===== src/rtl/alu_mc.sv =====
// rtl/alu_mc.sv - multi-cycle ALU with valid/ready handshakes and iterative unsigned mul/div
module alu_mc #(
  parameter int WIDTH = 32
) (
  input  logic             clk,
  input  logic             rst,
  input  logic             in_valid,
  output logic             in_ready,
  input  logic [WIDTH-1:0] A,
  input  logic [WIDTH-1:0] B,
  input  logic [3:0]       ALU_operation,
  output logic             out_valid,
  input  logic             out_ready,
  output logic [WIDTH-1:0] res,
  output logic             zero,
  output logic             busy
);
  localparam int SW = $clog2(WIDTH);

  typedef enum logic [1:0] {IDLE, CALC, DONE} state_t;
  state_t state;

  logic [WIDTH-1:0] b_r;
  logic [3:0]       op_r;
  logic [SW-1:0]    cnt;
  logic [WIDTH-1:0] hi;   // product high half / partial remainder
  logic [WIDTH-1:0] lo;   // multiplier shifting out / quotient shifting in

  logic [SW-1:0]    sh;
  logic [WIDTH-1:0] alu_res;
  logic [WIDTH:0]   sum;
  logic [WIDTH:0]   trial;
  logic [WIDTH:0]   hi_n;
  logic [WIDTH-1:0] lo_n;
  logic             q_bit;
  logic [WIDTH-1:0] calc_res;

  assign sh = B[SW-1:0];

  always_comb begin
    alu_res = '0;
    case (ALU_operation)
      4'd0: alu_res = A + B;
      4'd1: alu_res = A - B;
      4'd2: alu_res = A << sh;
      4'd3: alu_res = {{(WIDTH-1){1'b0}}, ($signed(A) < $signed(B))};
      4'd4: alu_res = {{(WIDTH-1){1'b0}}, (A < B)};
      4'd5: alu_res = A ^ B;
      4'd6: alu_res = A >> sh;
      4'd7: alu_res = $signed(A) >>> sh;
      4'd8: alu_res = A | B;
      4'd9: alu_res = A & B;
      default: alu_res = '0;
    endcase
  end

  // op_r[2] separates the divide pair (12,13) from the multiply pair (10,11);
  // op_r[0] selects the high/remainder half of the iteration state.
  always_comb begin
    sum   = {1'b0, hi} + (lo[0] ? {1'b0, b_r} : {(WIDTH+1){1'b0}});
    trial = {hi, lo[WIDTH-1]};
    q_bit = (trial >= {1'b0, b_r});
    if (op_r[2]) begin
      hi_n = q_bit ? (trial - {1'b0, b_r}) : trial;
      lo_n = {lo[WIDTH-2:0], q_bit};
    end else begin
      hi_n = {1'b0, sum[WIDTH:1]};
      lo_n = {sum[0], lo[WIDTH-1:1]};
    end
    calc_res = op_r[0] ? hi_n[WIDTH-1:0] : lo_n;
  end

  always_ff @(posedge clk or posedge rst) begin
    if (rst) begin
      state     <= IDLE;
      out_valid <= 1'b0;
      res       <= '0;
      cnt       <= '0;
      hi        <= '0;
      lo        <= '0;
      b_r       <= '0;
      op_r      <= '0;
    end else begin
      case (state)
        IDLE: begin
          if (in_valid) begin
            op_r <= ALU_operation;
            b_r  <= B;
            if (ALU_operation inside {[4'd10:4'd13]}) begin
              state <= CALC;
              cnt   <= SW'(WIDTH-1);
              hi    <= '0;
              lo    <= A;
            end else begin
              state     <= DONE;
              res       <= alu_res;
              out_valid <= 1'b1;
            end
          end
        end
        CALC: begin
          hi  <= hi_n[WIDTH-1:0];
          lo  <= lo_n;
          cnt <= cnt - SW'(1);
          if (cnt == '0) begin
            state     <= DONE;
            res       <= calc_res;
            out_valid <= 1'b1;
          end
        end
        DONE: begin
          if (out_ready) begin
            state     <= IDLE;
            out_valid <= 1'b0;
          end
        end
        default: state <= IDLE;
      endcase
    end
  end

  assign in_ready = (state == IDLE);
  assign busy     = (state != IDLE);
  assign zero     = (res == '0);
endmodule

===== config.mk =====
export PLATFORM = sky130hd
export DESIGN_NAME = alu_mc
export DESIGN_NICKNAME = d
export VERILOG_FILES = /design/src/rtl/alu_mc.sv
export SDC_FILE = /design/constraint.sdc
export NUM_CORES = 1
export LEC_CHECK = 0
export ABC_AREA = 1
export CELL_PAD_IN_SITES_DETAIL_PLACEMENT = 1
export CELL_PAD_IN_SITES_GLOBAL_PLACEMENT = 2
export CORE_UTILIZATION = 33
export DETAILED_ROUTE_END_ITERATION = 12
export PLACE_DENSITY_LB_ADDON = 0.1
export SETUP_SLACK_MARGIN = 0.2
export SLEW_MARGIN = 20
export SYNTH_ARGS = -nofsm -noshare
export SYNTH_HDL_FRONTEND = slang
export SYNTH_SLANG_ARGS = --single-unit

===== constraint.sdc =====
create_clock -name clk -period 6.6 [get_ports clk]
set_input_delay 1.32 -clock clk [delete_from_list [all_inputs] [get_ports clk]]
set_output_delay 1.32 -clock clk [all_outputs]
set_load 0.05 [all_outputs]

run_1/cell_classes.png
Fill, decap, tap and diode cells in grey.
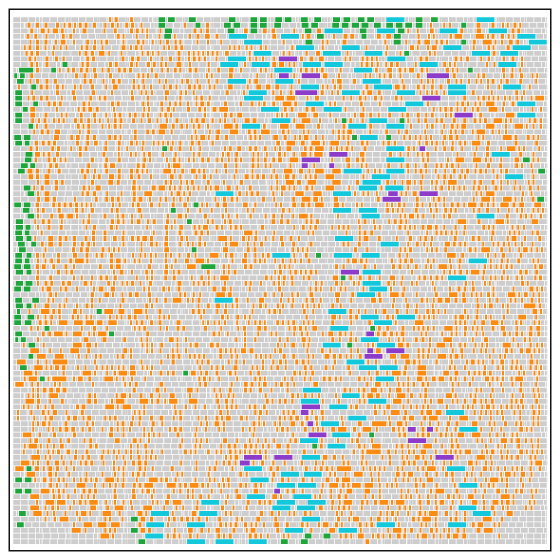
- orange: all other logic (cells 3742)
- purple: clock drivers and dummy loads (cells 32)
- cyan: flip-flops (cells 138)
- green: other buffers and delay cells (cells 155)

run_1/clock_map.png
Scale bar: 100 um.
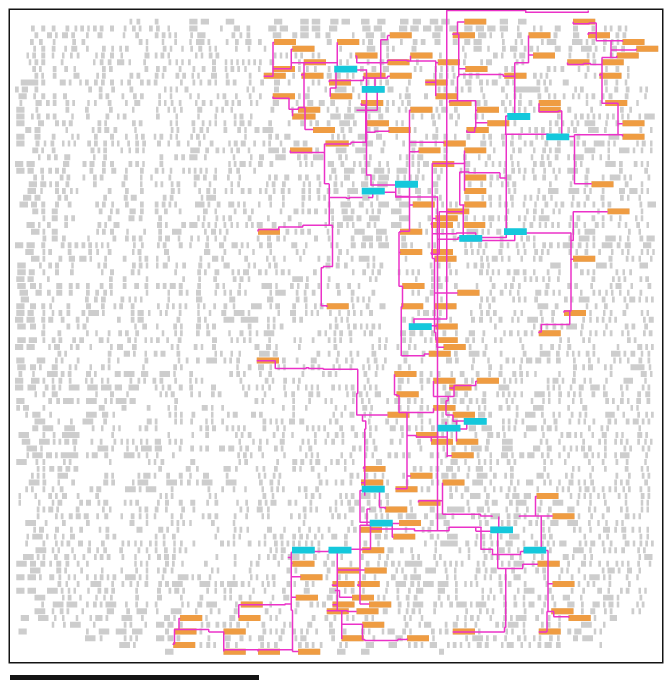
- magenta: clock wires (length 2820 um)
- orange: flip-flops (count 138)
- cyan: cells driving clock nets (count 17)
- routed clock nets: 18

run_1/final_placement.png
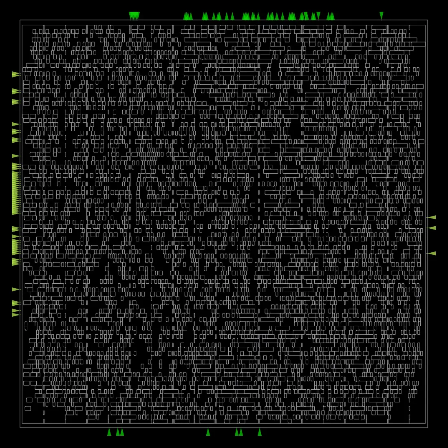
utilization of the core after routing: 37.2%
row count: 94
number of well-tap cells placed: 864

run 1: layer usage:
layer	global-route usage [%]	up-vias	part of all wire [%]
met5	0	-	0
met4	21.9	0	6.6
met3	4.07	227	5.0
met2	61.0	842	46
met1	47.0	13500	43
li1	-	13000	-
run 1: final timing paths:
check | slack (ps) | depth (start not counted) | to | start
worst max-delay path | 1890 | 16 | res[17]$_DFFE_PP0P_ | A[15]
worst min-delay path | 500 | 1 | out_valid$_DFFE_PP0P_ | out_valid$_DFFE_PP0P_
worst max register to register | 2340 | 16 | res[7]$_DFFE_PP0P_ | b_r[30]$_DFFE_PP0P_
worst min register to register | 500 | 1 | out_valid$_DFFE_PP0P_ | out_valid$_DFFE_PP0P_
max in group asynchronous | 4090 | 3 | op_r[0]$_DFFE_PP0P_ | rst
min in group asynchronous | 1400 | 2 | hi[4]$_DFFE_PP0P_ | rst
run 1: worst max-delay path, cell delays in order:
cell             delay (ps)
clkdlybuf4s50_1         700
inv_1                   130
ha_1                    560
nand2_1                 180
nor2_1                  230
inv_1                    70
nor2_1                  390
nand4_1                 270
nand3_1                 160
nand2_1                  60
nand3_1                 100
nand2_1                 120
o21ai_1                 330
nand2_1                 250
nand2_1                 100
nand2_1                  80
run 1: metrics by stage:
| stage | hold slack (ps) | utilization [%] |
|---|---|---|
| finish | 495 | 37.2 |
| global route | 524 | 37.2 |
| CTS | 491 | 37.2 |
| detailed placement | 472 | 36.3 |
| global placement | 476 | 36.3 |
| floorplan | 461 | - |
run 1: layout make-up:
| type | count | area [um2] |
|---|---|---|
| repair buffers | 155 | 1440 |
| inverters | 610 | 2300 |
| fillers | 9252 | 41600 |
| multi-input cells | 3132 | 15800 |
| flip-flops and latches | 138 | 3460 |
| diodes | 1 | 2.50 |
| clock inverters | 12 | 154 |
| well taps | 864 | 1080 |
| clock buffers | 20 | 467 |
run 1: flip-flops by register name (all words and copies together), names as in the netlist:
register	cells
op_r	2
b_r	32
state	2
hi	32
lo	32
out_valid	1
cnt	5
res	32
run 1: synthesized netlist by cell type (13+ instances only):
cell,number
o211ai_1,58
o21bai_1,19
xor2_1,17
nor3_1,39
dfrtp_1,138
o21ai_0,239
a21oi_1,160
nor2_1,270
and2_1,16
nand2_1,1351
o22ai_1,21
ha_1,166
clkbuf_1,75
nand2_2,19
buf_2,62
buf_1,13
o21ai_1,19
nand4_1,54
or2_2,23
nor2_2,15
nand3_1,528
inv_1,588
inv_2,21
run 1: power by group through the flow:
stage	Sequential, mW	Clock (mW)	Combinational, mW
2_1_floorplan	1.77	0	4.11
3_3_place_gp	1.68	0	6.38
3_5_place_dp	1.69	0	6.41
4_1_cts	1.67	1.09	6.45
5_1_grt	1.73	1.11	7.16
6_report	1.69	1.08	6.49
run 1: placed cells by master (no fill, tap or decap), types with 20 or more instances in the layout:
cell type and instances:
ha_1 166, o22ai_1 21, nor3_1 39, a21oi_1 160, nand4_1 54, nand2_2 20
clkdlybuf4s50_1 104, o211ai_1 58, inv_2 23, nand2_1 1350, or2_2 23, nor2_1 269
buf_4 46, nand3_1 528, dfrtp_1 136, inv_1 583, o21ai_0 239
==> run notes, run 1 <==
Status on the layout run. Chip area landed at slightly below 70000 um2. Final-layout setup total negative slack landed at 0 ps. The worst setup path is launched from an input pin. Proportion of synthesized flip-flops having asynchronous set or reset landed at 100%. TritonCTS built the clock tree. Area fraction in full adders, half adders and majority gates landed at roughly a tenth. Clock sink total landed at 138. The clock passes through at most 2 buffers. Summed over all layers, the global routing overflow is 0.

Global router's overall resource usage landed at 37.2%. For this run, the detailed router's first-pass iteration total came to 5. Number of antenna violations at the first check in global routing landed at 4.

Synthesis warning total landed at 0. Quantity of I/O buffers inserted on ports landed at 107. The portion of synthesized area spent on multiplexers is 0%. For this sky-water flow run, the detailed-routed wirelength per cell is reported as approximately 26 um.

After detailed placement, the design holds a cell count of between 4000 and 5000. Summed area of non-filler cells in the final layout landed at 24700 um2. Number of non-filler instances in the completed layout landed at 4932. The worst setup path is captured at a flip-flop. The worst setup path is of the in2reg kind. Placer congestion estimate landed at 1.01. For this design, the CTS-stage hold fixing added 0 buffers.

Cell count after synthesis landed at approximately 4000. Minimum clock period landed at roughly 4700 ps. For this block, the via count after detailed routing is 27600. Per the Yosys statistics, synthesis produced 4042 cells. Worst endpoint required time landed at ~6900 ps.

Derived from the worst setup path, the maximum achievable clock frequency is 212 MHz. Post-synthesis simple-gate area fraction landed at ~45%. The flow ran to the end, and the final reports show no timing, DRC or antenna violations. In this run the worst path has a maximum fanout of 10. Of the combinational cells, the family taking the most area is simple AND/OR/NAND/NOR gates. The root buffer cell chosen for the clock tree is clkbuf_16. Die extent in y landed at roughly 260 um. Setup slack on the worst path after placement came out at 1560 ps.

Violation tally from detailed-route iteration zero landed at roughly 2300. Insertion delay to the later sink of the worst-skew pair landed at between 400 and 500 ps. After legalization and detailed placement, the total HPWL measured 106 mm. Share of the cycle needed by the critical path after routing landed at 71.4%. DRC violation count after routing landed at 0. Yosys mapped a number of flops with a built-in enable equal to 0.
run_1/metal_stack.png
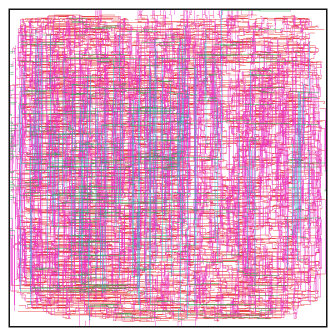

==> inputs of run 2 (changes only) <==
Settings changed: CORE_UTILIZATION 33 to 29.
Clock period 6.6 ns to 4.1 ns, I/O delays scaled along.
run_2/metal_stack.png
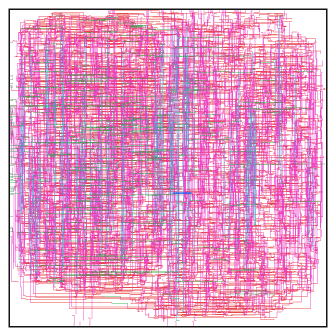
- magenta: met2 (wire length 63.1 mm)
- blue: met5 (wire length 14.7 um)
- cyan: met4 (wire length 8270 um)
- green: met3 (wire length 5690 um)
- red: met1 (wire length 57.7 mm)
total track usage: 34.3%
mean routed wirelength per cell: 25.6 um

==> run notes, run 2 <==
Status on the layout run. The run finished with clean final reports. Buffers placed on the I/O ports in this run total 107. The worst hold path begins at out_valid$_DFFE_PP0P_. Per the synth stats, the flop cell with the highest instance count is dfrtp_1. Peak supply drop landed at about 0.28 mV.

Final wirelength landed at between 100 and 150 mm. Setup repair after global routing left no endpoint under its margin. Per the skew report, the later register of the worst-skew pair sees a clock latency of 450 ps.

Worst endpoint required time landed at roughly 4500 ps. For this design, the sink count on the clock tree is between 100 and 150. The synthesized design devotes to its leading area cell type around 23% of total area. Chip area landed at roughly 80000 um2. Before placement the cells fill about 30% of the core. Remaining number of nets flagged by the antenna check after routing landed at 0. Yosys instantiated no cell more often than nand2_1. Hold analysis shows the worst path with a depth of 1. For this run, the final setup violation count is recorded as 0. Share of the cycle needed by the critical path after routing landed at ~91%.

The most common logic cell in the final layout is nand2_1. The clock period could shrink to ~3700 ps. For this run, the number of Yosys warnings is 0. Proportion of synthesized flip-flops having asynchronous set or reset landed at 100%. Total leakage power landed at between 10 and 15 nW.

Number of diodes landed at 0. Along the critical path, the tally of buffer and inverter instances is 3. Number of iterations in the first detailed-routing pass landed at 6. STA puts the critical path data arrival time at just over 4000 ps. By instance count, the cell type seen most on the critical path is nand2_1. Per the detail_route report, vias per standard cell equal 5.31. The startpoint identified for the worst register-to-register timing path is b_r[0]$_DFFE_PP0P_. The biggest area contributor in the post-synthesis netlist is nand2_1.

The worst register-to-register path has a depth of 21. For the final database, setup skew stands at ~14 ps. Half-perimeter wire length after placement landed at approximately 110 mm.

Die extent in x landed at between 200 and 300 um. STA classifies the critical path endpoint as a flip-flop. Count of fill cells added during filler insertion landed at around 10000. TritonCTS built the clock tree.

Number of synthesized register bits landed at ~140. Violation tally from detailed-route iteration zero landed at around 2200. Delay contributed by the slowest stage of the critical path landed at about 690 ps.

Share of power burned in the clock network landed at 10.2%. Global routing finished with a remaining overflow of 0. Number of distinct library cell variants in the gate-level netlist after synthesis landed at between 50 and 60. Largest driver fanout on the critical path landed at 7. The worst setup path is of the in2reg kind. The final route contains around 28000 vias.

Number of cells upsized or downsized after cts landed at 0. Yosys mapped a number of flops with a built-in enable equal to 0. Looking at the power breakdown, sequential logic takes a little under a fifth of the total. Via count of the first global-routing pass landed at roughly 28000. Number of antenna violations at the first check in global routing landed at 7. The script computed the net switching share of total power as 59.7%.

The root buffer cell chosen for the clock tree is clkbuf_16. Placer congestion estimate landed at 1.02. Among all stages on the critical path, the largest delay is contributed by clkdlybuf4s50_1. The synthesized netlist has a Yosys-reported chip area of between 20000 and 25000 um2.

Largest net degree at the start of global routing landed at 69. Number of H-tree levels landed at 4. Derived from the worst setup path, the maximum achievable clock frequency is roughly 270 MHz. For the worst reg-to-reg path, the endpoint reported by OpenROAD is res[27]$_DFFE_PP0P_.

After synthesis, the mean cell area works out to 5.51 um2. Ranking logic cells in the layout by count gives the top entries 1350 x nand2_1, 583 x inv_1, 528 x nand3_1. The synthesis report lists the most area-consuming cells as nand2_1 23%, dfrtp_1 16%, nand3_1 12%. Looking at the max-slew report, the worst-margin pin has a slew of 818 ps. Deepest clock path buffer count landed at 2. STA shows the worst min-delay path finishing at out_valid$_DFFE_PP0P_.

Number of logged tool warnings landed at 95. After clock tree synthesis, the setup repair step added 0 buffers. The timing report gives the worst reg2reg path a setup slack of about 600 ps.

Listed in order, past its start point the critical path passes clkdlybuf4s50_1 > inv_1 > ha_1 > buf_4 > nand2_1 > nor2_1 > and2_1 > nand2_1 > nand2_1 > nand2_1 > nand2_1 > nand2_1 > nand3_1 > nand4_1 > nand2_1 > nand2_1 > nand2_1 > nand2_1. Between the synthesized netlist and the finished layout, the area growth was recorded as 17.8%. The worst setup path is launched from an input pin. Internal power consumption landed at 6.18 mW. Among cell families on the critical path, the largest total delay comes from simple AND/OR/NAND/NOR gates. For reference, the top cells by count after synthesis are 1351 x nand2_1, 588 x inv_1, 528 x nand3_1. In this run the tightest slew margin relative to its limit is 45.5%. The final layout contains between 4000 and 5000 nets. Quantity of hold-fixing buffers added after cts landed at 0. The net switching power in the latest report is about 9.2 mW. I/O pin count landed at approximately 110. Die extent in y landed at about 280 um. Yosys stat counts 4042 cells in the synthesized netlist. The tightest min-delay check is of the reg2reg type. DRC violation count after routing landed at 0. Cell count after synthesis landed at 4042.
run_2/cell_classes.png
Fill, decap, tap and diode cells in grey.
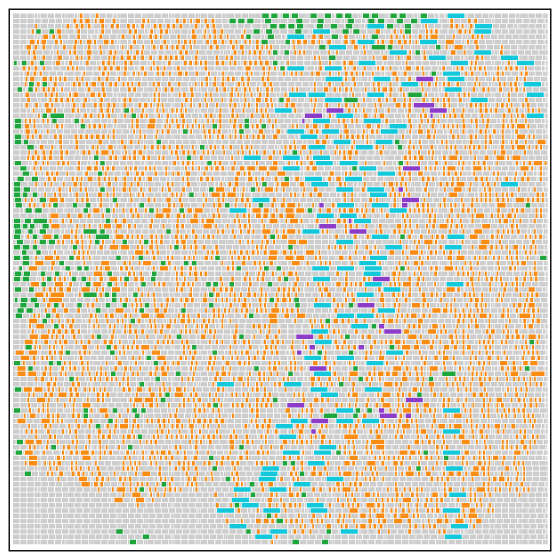
- orange: all other logic (cells 3742)
- purple: clock drivers and dummy loads (cells 31)
- cyan: flip-flops (cells 138)
- green: other buffers and delay cells (cells 330)
final design instance area without fill: 26200 um2
utilization of the core after routing: 34.5%
row count: 101
sequential portion of the cell area: 13.2%

## run 2: how the worst max path moves through the flow
| stage | from | endpoint | slack, ps | cells after the start |
|---|---|---|---|---|
| floorplan | B[4] | res[23]$_DFFE_PP0P_ | 970 | 19 |
| global placement | B[24] | res[29]$_DFFE_PP0P_ | -50 | 17 |
| detailed placement | B[24] | res[29]$_DFFE_PP0P_ | -10 | 17 |
| CTS | B[24] | res[29]$_DFFE_PP0P_ | 460 | 17 |
| global route | A[12] | res[18]$_DFFE_PP0P_ | 310 | 18 |
| finish | A[12] | res[18]$_DFFE_PP0P_ | 380 | 18 |
## run 2: layer usage
metal | track usage (%) | share of wire, %
met5 | 0 | 0.010
met4 | 18.8 | 6.1
met3 | 2.82 | 4.2
met2 | 58.0 | 47
met1 | 43.2 | 43
## run 2: power by group through the flow
stage | registers, mW | clock network (mW) | logic (mW)
2_1_floorplan | 2.85 | 0 | 6.62
3_3_place_gp | 2.78 | 0 | 10.9
3_5_place_dp | 2.79 | 0 | 10.9
4_1_cts | 2.77 | 1.58 | 11.0
5_1_grt | 2.83 | 1.62 | 12.1
6_report | 2.78 | 1.57 | 11.0
## run 2: logic make-up (layout without fill, tap and decap cells)
logic type / after synthesis / in the layout / synth area share (%)
AOI/OAI and AO/OA: 581 / 581 / 14.9
xor gates and xnor gates: 22 / 22 / 0.866
adders and majority gates: 170 / 170 / 9.69
buffers and inverters: 772 / 971 / 13.7
DFF: 138 / 138 / 15.5
and+or+nand+nor: 2359 / 2359 / 45.4
## run 2: layout make-up
type / count / area (um2) / area share, %
multi-input combinational: 3132 / 15800 / 60.1
sequential: 138 / 3460 / 13.2
timing repair buffer: 330 / 2860 / 10.9
inverter: 610 / 2290 / 8.76
tap: 1030 / 1290 / 4.92
clock buffer: 19 / 433 / 1.65
clock inverter: 12 / 118 / 0.449
## run 2: metrics by stage
stage          cells  setup slack [ps]  area (um2)  hold slack, ps  setup TNS, ps
2_1_floorplan   4042               975       22300             461              0
6_report        5271               377       26200             487              0
4_1_cts         5271               462       26200             489              0
3_5_place_dp    5240             -12.1       25700             472          -12.1
5_1_grt         5271               307       26200             532              0
3_3_place_gp    5240             -46.0       25700             475          -46.0
run_2/final_placement.png
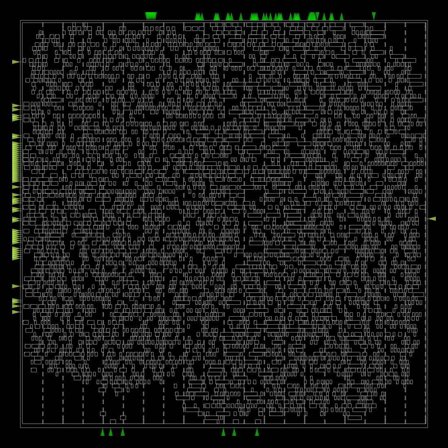

==> inputs of run 3 (changes only) <==
Settings changed: CORE_UTILIZATION 29 to 33.
Clock period 4.1 ns to 3.6 ns, I/O delays scaled along.
run_3/final_placement.png
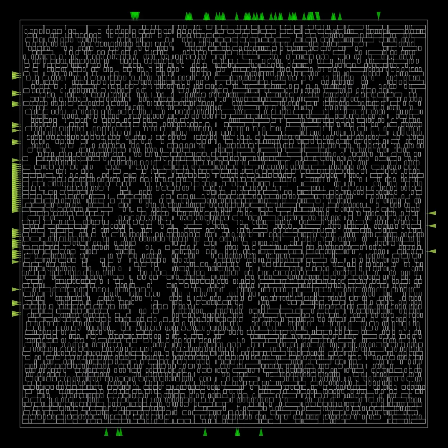
filler cell count: 9314
utilization of the core after routing: 43.2%

==> run notes, run 3 <==
Status on the layout run. Summed over all cells, the static leakage comes to ~16 nW. Average wire per standard cell landed at 25.6 um. Count of nets after finishing landed at 4775. Placer congestion estimate landed at around 1.0. The most common logic cell in the final layout is nand2_1. Number of logic stages on the critical path including buffering landed at 4. Met1 track demand over resource landed at 49.8%. Die extent in x landed at 262 um. Between clock sinks in the finished design, the worst skew comes to 17.2 ps. Clock sink total landed at 138. STA puts the critical path data arrival time at 2710 ps. Largest driver fanout on the critical path landed at 3. Placement-stage cell area landed at approximately 28000 um2. Pre-CTS worst setup slack landed at -347 ps. Share of the synthesized area in the top cell type landed at 22.8%. In this run the clock root is driven by a clkbuf_16. Number of non-filler instances in the completed layout landed at around 5400. Fraction of met3 tracks used by global routing landed at under 10%.

Using the TritonRoute via totals, the vias-per-cell ratio works out to about 5.5. Synthesis warning total landed at 0. Total setup violations reported at the end of the flow landed at 0.

Minimum clock period landed at roughly 3400 ps. In this run the full chip footprint comes out at 68500 um2. Post-synthesis cell count from yosys landed at 4042. Global router's overall resource usage landed at 40.2%. The stage logs contain a warning count of ~100. Across all layers, the routed design uses roughly 30000 vias.

CTS reports a maximum clock tree buffer depth of 2. Per the post-synthesis stats, the area per cell is roughly 5.5 um2. The most common logic cells in the final layout are 1338 x nand2_1, 583 x inv_1, 524 x nand3_1. DRC violation count after routing landed at 0.

Worst path buffer plus inverter count landed at 1. Before antenna repair, the detailed router went through 6 iterations. Insertion delay to the later sink of the worst-skew pair landed at about 460 ps.

Worst endpoint required time landed at roughly 2900 ps. The finished cells cover about 29000 um2. Per the STA report, the cell with the highest stage delay on the worst path is clkdlybuf4s50_1. The worst setup path is of the reg2out kind. Yosys reports a chip area of between 20000 and 25000 um2.

For the pin with the worst max-slew slack, the measured transition is roughly 800 ps. Area overhead of the layout relative to synthesis landed at 28.6%. In this run the worst hold path is classified as reg2reg. Number of antenna violations at the first check in global routing landed at 7.

The via count of the first global-routing pass was roughly 30000. Setup slack closes at 171 ps. TritonCTS built the clock tree. The worst setup path is captured at an output port. Yosys mapped a number of flops with a built-in enable equal to 0.

Fraction of the core area occupied by cells at floorplan landed at 33.6%. Per the placement report, the placed cell count is approximately 5400. In the post-synthesis netlist, the biggest area contributors are nand2_1 23%, dfrtp_1 16%, nand3_1 12%. Synthesis produced a netlist whose cell count is between 4000 and 5000. In this design, the largest share of critical-path delay is due to simple AND/OR/NAND/NOR gates. Looking at the cell usage after synthesis, the top flip-flop cell is dfrtp_1. Nets still carrying antenna violations after routing amount to 0. The largest total area in the synthesized netlist belongs to nand2_1. Number of synthesized register bits landed at ~140. Share of the cycle needed by the critical path after routing landed at 95.3%. The flow ran to the end, and the final reports show no timing, DRC or antenna violations. The largest single stage delay on the critical path is 820 ps.

Hold-critical path depth landed at 1. From bottom edge to top edge, the die measures between 200 and 300 um. The worst-case IR drop observed on VDD is roughly 0.42 mV.

Tightest slew margin relative to the limit landed at around 47%.
run_3/clock_map.png
Scale bar: 100 um.
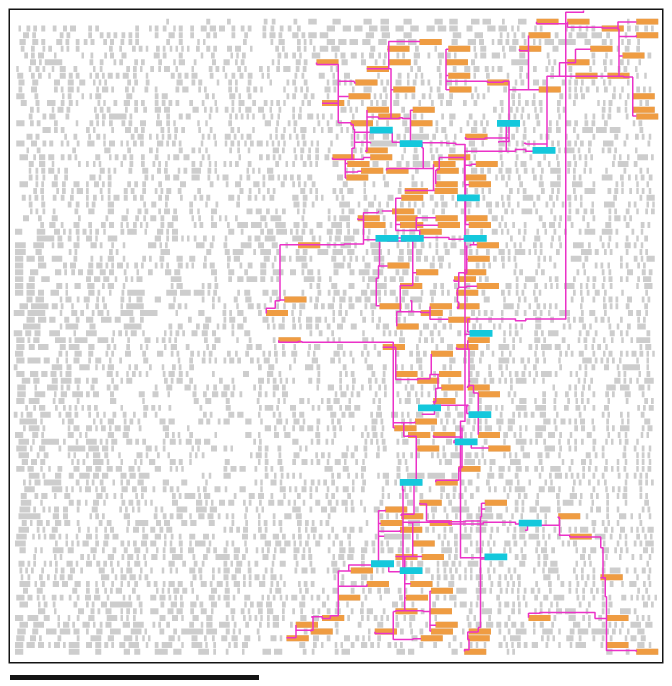
- orange: flip-flops (count 138)
- cyan: cells driving clock nets (count 17)
- magenta: clock wires (length 2430 um)
- routed clock nets: 18

[run 3: cell types whose count changed in the layout (fill, tap and decap cells not counted), moves of 6 or more]
cell	change
nand2_1	-12
ha_2	+6
buf_12	+9
buf_4	+295
ha_1	-9
nor2_1	-7
nor2_2	+7
nand2_2	+12
[run 3: through the flow]
stage / hold WS [ps] / TNS (ps)
after floorplan: 461 / 0
after global placement: 471 / -3080
after detailed placement: 486 / -4120
after CTS: 500 / 0
after global routing: 531 / 0
final: 501 / 0
[run 3: repair_timing]
| action | 4_1_cts | 5_1_grt |
|---|---|---|
| hold endpoints to repair | 0 | 0 |
| gates resized | 4 | 49 |
| hold buffers | 0 | 0 |
| setup endpoints to repair | 4 | 21 |
[run 3: cell families after synthesis]
kind of cell / Yosys count / synth area share [%]
adders and majority gates: 170 / 9.69
DFF: 138 / 15.5
and+or+nand+nor: 2359 / 45.4
buffers and inverters: 772 / 13.7
AOI/OAI and AO/OA: 581 / 14.9
xor gates and xnor gates: 22 / 0.866
[run 3: worst reg2reg max path, stage by stage (launching register included)]
cell and delay, ps:
dfrtp_1 360, inv_1 180, ha_1 210, inv_1 110, fa_1 470, nand2_1 90, inv_1 50, nand2_1 70
nand2_2 130, nand2_1 110, nand2_2 120, nand2_1 100, nand2_1 110, nand2_2 150, nand2_1 70, nand2_1 60
nand3_1 140, nand2_1 130, nand3_1 110, nand2_2 190, nand2_1 80, nand2_1 60, nand2_1 50
[run 3: report_power, final]
group | switching, mW | total (mW) | internal [mW]
Combinational | 8.89 | 13.2 | 4.29
Clock | 0.825 | 1.91 | 1.08
Sequential | 0.820 | 3.06 | 2.24
Total | 10.5 | 18.1 | 7.61
[run 3: final timing paths]
| path | slack (ps) | end | from |
|---|---|---|---|
| setup / recovery | 170 | zero | res[26]$_DFFE_PP0P_ |
| hold / removal | 500 | cnt[0]$_DFFE_PP0P_ | cnt[0]$_DFFE_PP0P_ |
| setup reg to reg | 360 | res[28]$_DFFE_PP0P_ | lo[31]$_DFFE_PP0P_ |
| hold reg to reg | 500 | cnt[0]$_DFFE_PP0P_ | cnt[0]$_DFFE_PP0P_ |
| max in group asynchronous | 2240 | res[27]$_DFFE_PP0P_ | rst |
| min in group asynchronous | 700 | b_r[19]$_DFFE_PP0P_ | rst |
[run 3: area by class of cell]
type	count	area, um2
antenna	4	10.0
inverter	610	2290
sequential	138	3460
multi-input combinational	3132	15900
clock inverter	12	151
clock buffer	20	457
fill	9314	37600
timing repair buffer	634	5260
tap	864	1080
[run 3: per-layer routing]
metal / vias up / part of all wire, %
met3: 278 / 4.9
met1: 14400 / 42
met2: 941 / 45
li1: 14000 / -
met5: - / 0.019
met4: 4 / 8.0
No activity file was given, so power comes from the tool's default toggle rates.
